### src/rtl/traffic_gen.sv
// traffic_gen: multi-flit NoC packet source (fixed / round-robin / LFSR destination,
// idle gap, packet budget). Define TRAFFIC_GEN_LOG_EN for per-flit simulation logging.
`ifndef NUM_NODES
`define NUM_NODES 4
`endif
`ifndef SIZE
`define SIZE 16
`endif

module traffic_gen #(
    parameter int unsigned ID        = 0,
    parameter int unsigned DEST_MODE = 0,
    parameter int unsigned DEST      = `NUM_NODES - 1,
    parameter int unsigned PKT_LEN   = 4,
    parameter int unsigned MAX_PKTS  = 0,
    parameter int unsigned GAP       = 0,
    parameter logic [15:0] SEED      = 16'hACE1
) (
    input  logic             clk,
    input  logic             reset,
    input  logic             busy,
    output logic             req,
    output logic [`SIZE-1:0] data,
    output logic             done,
    output logic [15:0]      pkt_cnt
);
    localparam int unsigned   NN        = `NUM_NODES;
    localparam int unsigned   SW        = `SIZE;
    localparam int unsigned   PW        = SW - 2;
    localparam int unsigned   DW        = (NN > 1) ? $clog2(NN) : 1;
    localparam logic [15:0]   SEED_EFF  = (SEED == 16'h0000) ? 16'h0001 : SEED;
    localparam logic [DW-1:0] RR_INIT   = DW'((ID + 1) % NN);
    localparam logic [7:0]    LAST_IDX  = 8'(PKT_LEN - 1);
    localparam logic [15:0]   LFSR_TAPS = 16'hB400;
    localparam bit            BUDGET_EN = (MAX_PKTS != 0);

    typedef enum logic [1:0] {S_SEND, S_GAP, S_DONE} state_t;

    state_t        r_state, w_state_nxt;
    logic [7:0]    r_idx, w_idx_nxt;
    logic [7:0]    r_gap_cnt, w_gap_nxt;
    logic [15:0]   r_lfsr, w_lfsr_nxt;
    logic [DW-1:0] r_rr_ptr, w_rr_nxt;
    logic [15:0]   r_seq, w_seq_nxt;
    logic          r_req, w_req_nxt;
    logic [SW-1:0] r_data, w_data_nxt;
    logic          r_done, w_done_nxt;
    logic [15:0]   r_pkt_cnt, w_pkt_cnt_nxt;

    logic          w_is_head;
    logic          w_is_tail;
    logic [1:0]    w_type;
    logic [DW-1:0] w_head_dest;
    logic [PW-1:0] w_payload;
    logic [15:0]   w_lfsr_shift;
    logic [15:0]   w_cnt_inc;

    // Reduce to a node index, stepping past our own ID when it would be hit.
    function automatic logic [DW-1:0] wrap_skip(input logic [31:0] v);
        logic [31:0] m;
        m = v % NN;
        if (m == ID) m = (m + 32'd1) % NN;
        return DW'(m);
    endfunction

    assign w_is_head    = (r_idx == 8'd0);
    assign w_is_tail    = (r_idx == LAST_IDX);
    assign w_type       = {w_is_tail, w_is_head};
    assign w_lfsr_shift = {1'b0, r_lfsr[15:1]} ^ (r_lfsr[0] ? LFSR_TAPS : 16'h0000);
    assign w_cnt_inc    = (r_pkt_cnt == 16'hFFFF) ? r_pkt_cnt : r_pkt_cnt + 16'd1;

    always_comb begin
        case (DEST_MODE)
            0:       w_head_dest = DW'(DEST);
            1:       w_head_dest = r_rr_ptr;
            default: w_head_dest = wrap_skip({16'h0000, r_lfsr});
        endcase
    end

    assign w_payload = w_is_head ? PW'(w_head_dest) : PW'(r_seq);

    always_comb begin
        w_state_nxt   = r_state;
        w_idx_nxt     = r_idx;
        w_gap_nxt     = r_gap_cnt;
        w_lfsr_nxt    = r_lfsr;
        w_rr_nxt      = r_rr_ptr;
        w_seq_nxt     = r_seq;
        w_req_nxt     = 1'b0;
        w_data_nxt    = r_data;
        w_done_nxt    = r_done;
        w_pkt_cnt_nxt = r_pkt_cnt;
        unique case (r_state)
            S_SEND: begin
                // A stalled cycle leaves index, seq and destination state untouched.
                if (!busy) begin
                    w_req_nxt  = 1'b1;
                    w_data_nxt = {w_type, w_payload};
                    if (w_is_head) begin
                        if (DEST_MODE == 1) w_rr_nxt = wrap_skip(32'(r_rr_ptr) + 32'd1);
                        if (DEST_MODE >= 2) w_lfsr_nxt = w_lfsr_shift;
                    end else begin
                        w_seq_nxt = r_seq + 16'd1;
                    end
                    if (w_is_tail) begin
                        w_idx_nxt     = '0;
                        w_pkt_cnt_nxt = w_cnt_inc;
                        if (BUDGET_EN && (32'(w_cnt_inc) == MAX_PKTS)) begin
                            w_state_nxt = S_DONE;
                            w_done_nxt  = 1'b1;
                        end else if (GAP != 0) begin
                            w_state_nxt = S_GAP;
                            w_gap_nxt   = 8'(GAP);
                        end
                    end else begin
                        w_idx_nxt = r_idx + 8'd1;
                    end
                end
            end
            S_GAP: begin
                w_gap_nxt = r_gap_cnt - 8'd1;
                if (r_gap_cnt <= 8'd1) w_state_nxt = S_SEND;
            end
            S_DONE: begin
                w_done_nxt = 1'b1;
            end
            default: begin
                w_state_nxt = S_SEND;
            end
        endcase
    end

    always_ff @(posedge clk or posedge reset) begin
        if (reset) r_state <= S_SEND;
        else       r_state <= w_state_nxt;
    end

    always_ff @(posedge clk or posedge reset) begin
        if (reset) begin
            r_idx     <= '0;
            r_gap_cnt <= '0;
            r_lfsr    <= SEED_EFF;
            r_rr_ptr  <= RR_INIT;
            r_seq     <= '0;
            r_req     <= 1'b0;
            r_data    <= '0;
            r_done    <= 1'b0;
            r_pkt_cnt <= '0;
        end else begin
            r_idx     <= w_idx_nxt;
            r_gap_cnt <= w_gap_nxt;
            r_lfsr    <= w_lfsr_nxt;
            r_rr_ptr  <= w_rr_nxt;
            r_seq     <= w_seq_nxt;
            r_req     <= w_req_nxt;
            r_data    <= w_data_nxt;
            r_done    <= w_done_nxt;
            r_pkt_cnt <= w_pkt_cnt_nxt;
        end
    end

    assign req     = r_req;
    assign data    = r_data;
    assign done    = r_done;
    assign pkt_cnt = r_pkt_cnt;

`ifdef TRAFFIC_GEN_LOG_EN
    logic [DW-1:0] r_log_dest;

    always_ff @(posedge clk or posedge reset) begin
        if (reset)                                       r_log_dest <= '0;
        else if (r_state == S_SEND && !busy && w_is_head) r_log_dest <= w_head_dest;
    end

    always_ff @(posedge clk) begin
        if (!reset && r_state == S_SEND && !busy)
            $display("[%0t] traffic_gen %0d: pkt %0d flit %0d type %b dest %0d", $time, ID,
                     r_pkt_cnt, r_idx, w_type, w_is_head ? w_head_dest : r_log_dest);
        if (!reset && r_state != S_DONE && w_state_nxt == S_DONE)
            $display("[%0t] traffic_gen %0d: done after %0d packets", $time, ID, w_cnt_inc);
    end
`endif

endmodule

### config.mk
export PLATFORM = sky130hd
export DESIGN_NAME = traffic_gen
export DESIGN_NICKNAME = d
export VERILOG_FILES = /design/src/rtl/traffic_gen.sv
export SDC_FILE = /design/constraint.sdc
export NUM_CORES = 1
export LEC_CHECK = 0
export CAP_MARGIN = 20
export CORE_MARGIN = 2
export CORE_UTILIZATION = 50
export DETAILED_ROUTE_END_ITERATION = 7
export PLACE_DENSITY_LB_ADDON = 0.08
export SLEW_MARGIN = 10
export SYNTH_ARGS = -nofsm -noshare
export SYNTH_HDL_FRONTEND = slang
export SYNTH_SLANG_ARGS = --single-unit
export TNS_END_PERCENT = 50
### constraint.sdc
create_clock -name clk -period 2.3 [get_ports clk]
set_input_delay 0.46 -clock clk [delete_from_list [all_inputs] [get_ports clk]]
set_output_delay 0.46 -clock clk [all_outputs]
set_load 0.005 [all_outputs]
==> Changelog: implementation <==
### Physical design

* Status: finished clean
* Clock Sinks at 55
* Nets@finish at 250
* Buffers & Inverters on Critical Path at 1
* Mapped Avg Cell Area at 12.1 um^2
* Reg2Reg Capture Point: pkt_cnt[12]$_DFFE_PP0P_
* Power Density at 861 nW/um^2
* Fmax at 506 MHz
* DR vias/cell at 5.23
* GRT Overall Usage at 18.1%
* CP Launch Type: input pin
* Largest area contributor in the netlist: dfrtp_1
* Power Internal at 0.00180 W
* Synth cell count leaders: dfrtp_1, xnor2_1, nand3_1
* Final Hold Fails at 0
* Met3 Usage GRT at 4.07%
* Period minus WS final at 1.98 ns
* CP endpoint: pkt_cnt[12]$_DFFE_PP0P_
* Setup tns final at 0 ns
* Die H at 74.1 um
* Comb pwr share at 24.2%
* Placer Congestion at 0.792
* Met2 WL at 2200 um
* Worst Reg-to-Reg Cells at 5
* Pwr top: sequential cells
* Top-count cell post-synth: dfrtp_1
* Synth Instances at 203
* Clk pwr share at 22.4%
* CTS tree: built
* WL/cell at 14.3 um
* CP Class: in2reg
* Leak Pwr at 1.38 nW
* Htree depth at 2
* Maxcap violations at 0
* Top layer reached by signal wires: met4
* Most numerous logic cell after layout: dfrtp_1
* Num CTS Buffers at 5
* Layout cells sized above 1 at 11.9%
* CTS clk-pin slew, worst paths at 0.09 ns
* Root Buffer: clkbuf_8
* Number of global-route vias before repair at 1669
* Slowest cell on crit path: or4b_1
* Crit Path Max Fanout at 4
* Mapped cell area at 2460 um^2
* Clock Path Buffers at 2
* HPWL Detailed at 3070 um
* # setup viols final at 0
* Nets at Floorplan at 210
* Final Slew Violations at 0
* Tool warning count at 27
* Most frequent cells in the layout: dfrtp_1, clkdlybuf4s50_1, xnor2_1, nand3_1, xor2_1
* CP arrival at 2.17 ns
* Post_cts resized at 0
* P_seq at 0.00139 W
* Largest net degree at the start of global routing at 56
* Reg2reg start: r_idx[0]$_DFFE_PP0N_
* Synth unique cells at 39
* Fin crit share at 86.0%
* Post-synth regs at 55
* R2R Setup Slk at 0.46 ns
* FP Rows at 25
* Worst min-delay path class: reg2reg
* Maximum VDD drop at 0.685 mV
* Critical Path Max Stage Delay at 0.59 ns
* Flip-flops with a built-in enable at 0
* Initial drt markers at 44
* Sw frac at 31.1%
* Clk_skew at 0.00703 ns
* Critical path's top delay family: simple AND/OR/NAND/NOR gates
* Top area contributor share at 56.0%
worst min-delay path by stage:
stage / startpoint / end / slack, ns / cells past startpoint
floorplan: r_seq[13]$_DFFE_PP0P_ / r_seq[13]$_DFFE_PP0P_ / 0.45 / 1
global placement: r_seq[13]$_DFFE_PP0P_ / r_seq[13]$_DFFE_PP0P_ / 0.47 / 1
detailed placement: r_seq[13]$_DFFE_PP0P_ / r_seq[13]$_DFFE_PP0P_ / 0.48 / 1
CTS: r_seq[13]$_DFFE_PP0P_ / r_seq[13]$_DFFE_PP0P_ / 0.49 / 1
global route: r_seq[11]$_DFFE_PP0P_ / r_seq[11]$_DFFE_PP0P_ / 0.52 / 1
finish: pkt_cnt[15]$_DFFE_PP0P_ / pkt_cnt[15]$_DFFE_PP0P_ / 0.50 / 1
final cells by class:
type / instances / area [um^2]
Fill cell: 386 / 1690
Sequential cell: 55 / 1380
Multi-Input combinational cell: 134 / 1030
Timing Repair Buffer: 40 / 413
Clock buffer: 7 / 96.3
Tap cell: 67 / 83.8
Inverter: 7 / 26.3
Clock inverter: 1 / 7.51
stage by stage:
step / hold slack (ns) / instances / total power [W] / utilization (%)
2_1_floorplan: 0.446 / 203 / 0.00176 / -
3_3_place_gp: 0.467 / 303 / 0.00202 / 62.0
3_5_place_dp: 0.477 / 303 / 0.00205 / 62.0
4_1_cts: 0.492 / 311 / 0.00264 / 64.2
5_1_grt: 0.520 / 311 / 0.00277 / 64.2
6_report: 0.497 / 311 / 0.00261 / 64.2
cells by family (layout without fill, tap and decap cells):
family,after synthesis,count (layout),share of synthesized area (%)
muxes,3,3,1.48
xor gates and xnor gates,34,34,12.1
DFF,55,55,56.0
other,1,1,0.153
adders and majority gates,4,4,2.04
AOI/OAI and AO/OA,18,18,5.85
and+or+nand+nor,74,74,20.1
buffers and inverters,14,55,2.34
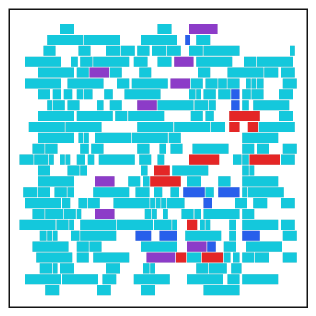
**Above:** cells by drive strength.
(4 px per um)
- x6 and larger: purple (cells 9)
- x3 and x4: red (cells 10)
- x2: blue (cells 10)
- x1 and smaller: cyan (cells 215)
Non-clock buffers: 40
worst setup margin: 0.322 ns
area grow syn2layout: 23.4%

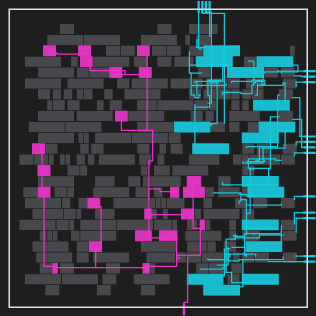
**Above:** I/O nets highlighted.
(4 px per um)
- busy: magenta (bits 1; direction input; edge bottom; end cells 22; buffers 2; wire 256 um)
- pkt_cnt: cyan (bits 16; direction output; edge 12 right, 4 top; end cells 16; buffers 16; wire 620 um)
num ports: 37
I/O Buffers: 35

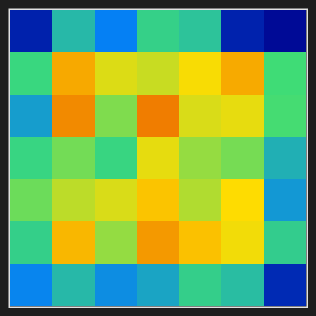
**Above:** cell density map.
(4 px per um) The die is cut into 7 by 7 equal tiles; dark blue is low, red is high, 0 to 100% covered.
- mean over tiles: 54%
- fullest tile: 86%
- densest ninth of the die: centre
CORE AREA: 4720 um^2
floorplan core density: 52.1%
fin util: 64.2%

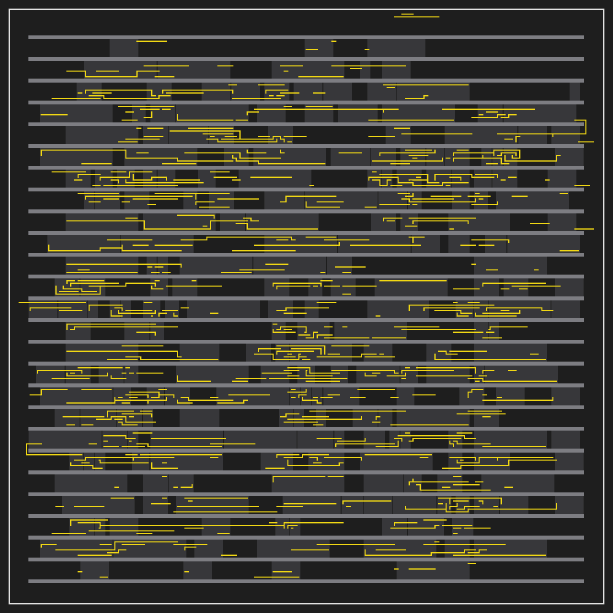
**Above:** signal wires on met1.
(8 px per um) Supply wires on this layer in grey. Cells faint in the background.
- share of all routed wire: 46%
- longest straight run: 23.0 um
- main direction: horizontal
- wire length on this layer: 2060 um
- nets with wire on the layer: 216
via count: 1626
met1 global-route usage: 23.3%
final WL: 4460 um

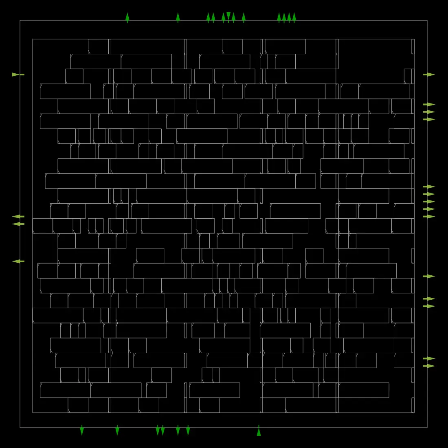
**Above:** cell placement.
flop share of the area: 45.4%
Non-Filler Instances: 311

Power figures rest on the tool's default switching activity, not on a simulated workload.
